==> config.mk <==
export PLATFORM = sky130hd
export DESIGN_NAME = vram_blitter_flat
export DESIGN_NICKNAME = d
export VERILOG_FILES = /design/src/rtl/vram_blitter_if.sv /design/src/rtl/vram_blitter.sv /design/src/flat_wrapper.sv
export SDC_FILE = /design/constraint.sdc
export NUM_CORES = 1
export LEC_CHECK = 0
export ABC_AREA = 1
export CAP_MARGIN = 30
export CELL_PAD_IN_SITES_DETAIL_PLACEMENT = 0
export CELL_PAD_IN_SITES_GLOBAL_PLACEMENT = 1
export CORE_ASPECT_RATIO = 0.6
export CORE_MARGIN = 2
export CORE_UTILIZATION = 40
export DETAILED_ROUTE_END_ITERATION = 7
export GPL_ROUTABILITY_DRIVEN = 0
export PLACE_DENSITY = 0.92
export SLEW_MARGIN = 15
export SYNTH_ARGS = -nofsm -noshare
export SYNTH_HDL_FRONTEND = slang
export SYNTH_SLANG_ARGS = --single-unit
==> constraint.sdc <==
create_clock -name clk -period 3 [get_ports clk]
set_input_delay 0.75 -clock clk [delete_from_list [all_inputs] [get_ports clk]]
set_output_delay 0.75 -clock clk [all_outputs]
set_load 0.02 [all_outputs]
==> run_1/pdn.png <==
The bar under the picture is 50 um long. Pins as bars on the die edge. Tap cells in gray.
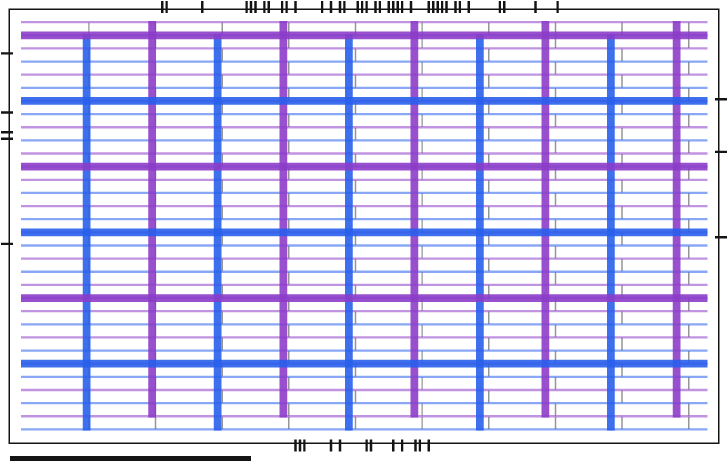
[purple] VDD
[blue] VSS
signal pins: 57
met1 rails: 32
met4 straps: 10
Core Area: 0.01199 mm^2
Die X-Extent: 146.6 um
Max VDD drop: 0.0002617 V

==> run_1/cell_classes.png <==
The bar under the picture is 50 um long.
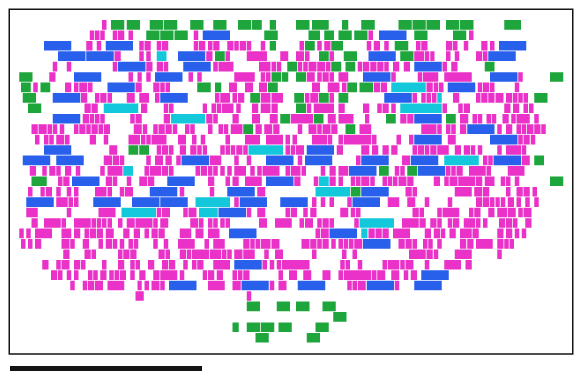
[magenta] all other logic | cells: 691
[cyan] clock drivers and dummy loads | cells: 16
[green] other buffers and delay cells | cells: 87
[blue] flops | cells: 63
flop share of the area: 20.66%
design area: 0.006105 mm^2
Layout Utilization: 50.93%
# rows: 31

==> run_1/clock_map.png <==
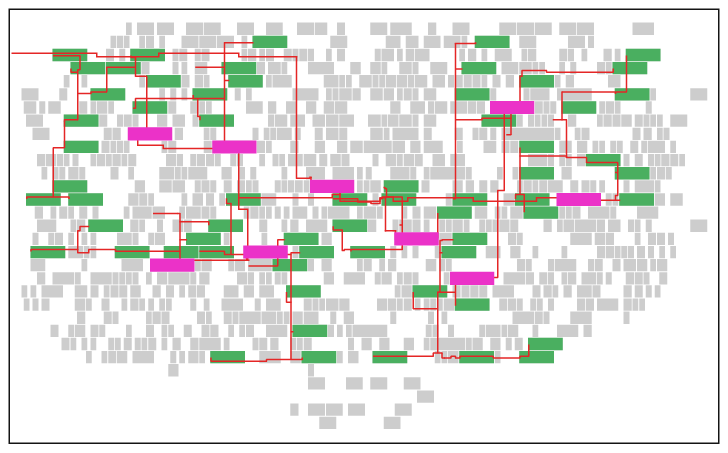
[red] clock wires | length: 941 um
[magenta] cells driving clock nets | count: 9
[green] flip-flops | count: 63
routed clock nets: 10
Clock Power: 1.06 mW
Clk network pwr share: 48.7%

==> results.py, run 1 <==
# Synthesis and PnR figures
metrics = {
    "power_and_ir_drop": {
        "powerComb_uw": 246,
        "sequentialPower_uw": 864,
        "switching_share_pct": 25.87,
        "pwr-share-seq_pct": 39.9,
        "total_leakage_power_nw": 2.708,
        "power-top-group": "clock",
        "p_total_mw": 2.165,
    },
    "cts": {
        "clock_path_buffers": 2,
        "clk_latency_ps": 340,
        "clk_pin_slew_worst_paths_ps": 60,
        "postCtsSetupBuffers": 0,
        "cts-buffers-inserted": 9,
        "cts-resized-gates": 37,
        "cts_htree_levels": 3,
        "clock-sinks": 63,
        "clockRootBuffer": "clkbuf_16",
        "cts_tree": "yes",
    },
    "critical_path": {
        "worst-path-max-fanout": 10,
        "reg2reg_depth": 10,
        "criticalPathCategory": "flop to primary output",
        "reg2reg_slack_ps": 730,
        "cp-start-kind": "flop",
    },
    "die": {
        "pin_count": 57,
        "taps": 165,
        "fp_util_pct": 40.71,
        "dieArea_mm2": 0.01313,
    },
    "detailed_routing": {
        "wl_met2_mm": 6.667,
        "wl_met1_mm": 8.666,
        "top_layer": "met5",
        "drtAntennaViolNets": 0,
    },
    "global_route": {
        "met3_usage_pct": 7.908,
        "grt_pass1_vias": 4706,
        "antenna_found_initial": 0,
        "gr-usage-met1_pct": 40.61,
        "use_met2_pct": 35.08,
        "grt_start_max_net_pins": 33,
    },
    "cells_and_area": {
        "n_antenna_cell": 0,
        "num-nonclk-buffers": 87,
        "logic_area_mm2": 0.003138,
        "mostFrequentLayoutCells": "nand2_1 (156), inv_1 (98), nor2_1 (95), dfxtp_1 (63), a21oi_1 (60)",
        "instances_no_fill": 1022,
        "area_delta_synth_final_pct": 25.10,
        "fillerInstances": 1192,
        "ff_count": 63,
        "biggestCellCategory": "multi-input combinational cells",
    },
    "flow_run": {
        "drv_cap": 0,
    },
    "yosys": {
        "synthArstFlopShare_pct": 0,
        "mux_share_pct": 0,
        "simple_gate_share_pct": 31.69,
        "fp_nets": 821,
        "adder_share_pct": 7.231,
        "edf_count": 0,
        "syn_area_mm2": 0.004880,
        "synth_warnings": 0,
        "xor_area_share_pct": 1.615,
        "synthCells": 770,
        "compound_area_share_pct": 23.05,
    },
    "final_timing": {
        "tightest_slew_ps": 681.2,
        "tns_ps": 0,
        "rsz0062_at_grt": "yes",
        "slew_viol_final": 0,
    },
    "placement": {
        "placedInstanceArea_mm2": 0.005798,
        "post-place-ws_ps": -406.3,
    },
    "run_status": {
        "status": "completed",
    },
    "worst_hold_path": {
        "hold_path.class": "flop to flop",
    },
}
run 1: Yosys cell counts (all sizes together) (7+ instances only):
master | number | share of area, %
o22ai | 24 | 3.1
nor3 | 11 | 1.2
a31oi | 20 | 2.6
or2 | 9 | 1.2
nand2 | 171 | 15
inv | 111 | 8.7
o21ai | 62 | 6.4
nand4 | 7 | 0.90
a221oi | 7 | 1.3
nand3 | 46 | 4.7
dfxtp | 63 | 26
buf | 8 | 1.1
nor2 | 103 | 8.9
clkbuf | 8 | 0.62
ha | 25 | 6.4
a21oi | 63 | 6.8
run 1: critical path, stage by stage, from the launching register on:
cell and delay [ps]:
dfxtp_1 450, nor2_2 100, inv_1 100, nand2_1 250
o22ai_1 290, clkdlybuf4s50_1 660
--- run 2 (diff from run 1) ---
--- a/config.mk
+++ b/config.mk
@@ -19,3 +19,4 @@
 export SYNTH_ARGS = -nofsm -noshare
 export SYNTH_HDL_FRONTEND = slang
 export SYNTH_SLANG_ARGS = --single-unit
+export TNS_END_PERCENT = 10
==> run 2 against run 1 <==
Register-to-register slack about the same. Fmax decreased by 1.0%. Final area increased by 0.18%. Synthesized area unchanged. Sequential power about the same. Die area unchanged. Worst setup slack got worse by 31 ps. Combinational power about the same. Critical path type is now input pin to primary output. Critical endpoint is now dout[1].
==> results.py, run 2 <==
# Synthesis and PnR figures
metrics = {
    "yosys": {
        "most_common_cell": "nand2_1",
        "simple_gate_share_pct": 31.69,
        "mux_share_pct": 0,
        "syn_area_mm2": 0.004880,
        "adder_share_pct": 7.231,
        "synthCells": 770,
        "synth_warnings": 0,
        "synth_area_leader_cell": "dfxtp_1",
        "fp_nets": 821,
        "compound_area_share_pct": 23.05,
        "synthArstFlopShare_pct": 0,
        "topCellsByArea": "dfxtp_1 (26%), nand2_1 (12%), inv_1 (7.6%)",
        "xor_area_share_pct": 1.615,
        "synthTopCellsByCount": "nand2_1 (159), inv_1 (99), nor2_1 (96), dfxtp_1 (63), a21oi_1 (60)",
    },
    "global_route": {
        "grt_start_max_net_pins": 33,
        "use_met2_pct": 35.08,
        "antenna_found_initial": 0,
        "gr-usage-met1_pct": 40.58,
        "met3_usage_pct": 7.908,
        "grt_first_pass_wirelength_mm": 26.48,
        "grt_pass1_vias": 4704,
    },
    "critical_path": {
        "path_cells": "clkdlybuf4s50_1, inv_1, nor2_1, nand2_1, buf_4, nor2_1, a221oi_1, o211ai_1, buf_2",
        "cp_num_cells": 9,
        "criticalPathCategory": "input pin to primary output",
        "reg2reg_depth": 10,
        "cp.arrival_ps": 2220,
        "worst-path-max-fanout": 3,
        "reg2reg_slack_ps": 730,
        "cp_slowest_cell": "clkdlybuf4s50_1",
        "slowest_delay_ps": 500,
        "worst-path-buf-inv": 4,
    },
    "final_timing": {
        "tightest_slew_ps": 708.9,
        "period_minus_slack_ps": 2967,
        "tns_ps": 0,
        "slew_viol_final": 0,
        "rsz0062_at_grt": "yes",
    },
    "detailed_routing": {
        "wl_met2_mm": 6.615,
        "dr_wl_met3_mm": 2.033,
        "first_pass_iters": 5,
        "top_layer": "met5",
        "drtAntennaViolNets": 0,
    },
    "power_and_ir_drop": {
        "clock_power_mw": 1.06,
        "powerComb_uw": 246,
        "p_comb_share_pct": 11.4,
        "sequentialPower_uw": 864,
        "clock_power_share_pct": 48.8,
        "pwr-share-seq_pct": 39.9,
    },
    "cts": {
        "clk_latency_ps": 330,
        "cts_tree": "yes",
        "cts_htree_levels": 3,
        "cts-buffers-inserted": 9,
        "postCtsSetupBuffers": 0,
        "clk_pin_slew_worst_paths_ps": 60,
        "clock_path_buffers": 2,
        "clock-sinks": 63,
    },
    "run_status": {
        "status": "completed",
    },
    "cells_and_area": {
        "mostFrequentLayoutCells": "nand2_1 (154), inv_1 (98), nor2_1 (95), dfxtp_1 (63), a21oi_1 (60)",
        "area_delta_synth_final_pct": 25.33,
        "n_antenna_cell": 0,
        "fillerInstances": 1197,
    },
    "worst_hold_path": {
        "hold_path.class": "flop to flop",
    },
    "placement": {
        "dp_hpwl_mm": 13.72,
    },
    "die": {
        "dieArea_mm2": 0.01313,
        "pin_count": 57,
        "die_w_um": 146.6,
        "fp_util_pct": 40.71,
        "coreArea_mm2": 0.01199,
        "row_count": 31,
    },
    "flow_run": {
        "drv_cap": 0,
    },
}
## run 2: cell type report
cell class                 instances  area [um^2]  share of cell area [%]
clock inverter                     5        57.56                  0.9411
inverter                         113        434.2                   7.099
timing repair buffer              87        759.5                   12.42
sequential                        63         1261                   20.62
tap                              165        206.4                   3.376
multi-input combinational        578         3154                   51.58
clock buffer                      11        242.7                   3.969
## run 2: metrics by stage
stage               instances  instance area (um^2)  utilization (%)  setup slack, ps
floorplan                 770                  4880                -            535.3
global placement         1006                  5798            48.38           -420.8
detailed placement       1006                  5798            48.38           -406.3
CTS                      1022                  6067            50.62           -26.55
global route             1022                  6116            51.03           -98.74
finish                   1022                  6116            51.03            32.70
## run 2: repair_timing
item / in CTS / in global routing
pin swaps: 1 / 4
hold buffers: 0 / 0
setup endpoints to repair: 8 / 12
gates resized: 36 / 14
==> run_2/pdn.png <==
The bar under the picture is 50 um long. Pins as bars on the die edge. Tap cells in gray.
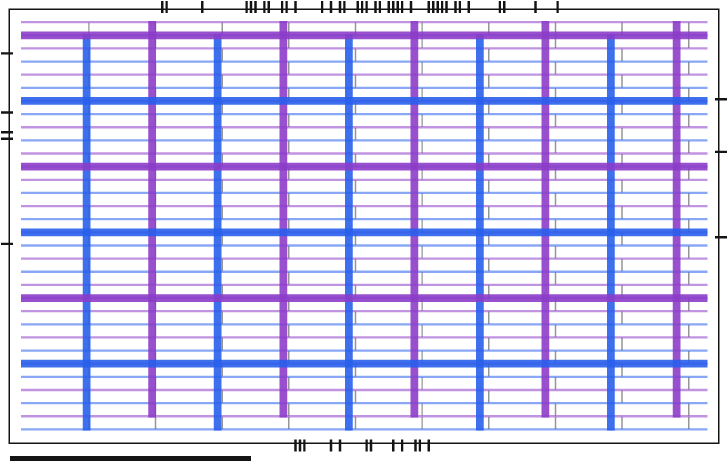
[purple] VDD
[blue] VSS
rows: 31
met5 straps: 6
Max VDD drop: 0.0002617 V
die height: 89.56 um

No activity file was given, so power comes from the tool's default toggle rates.
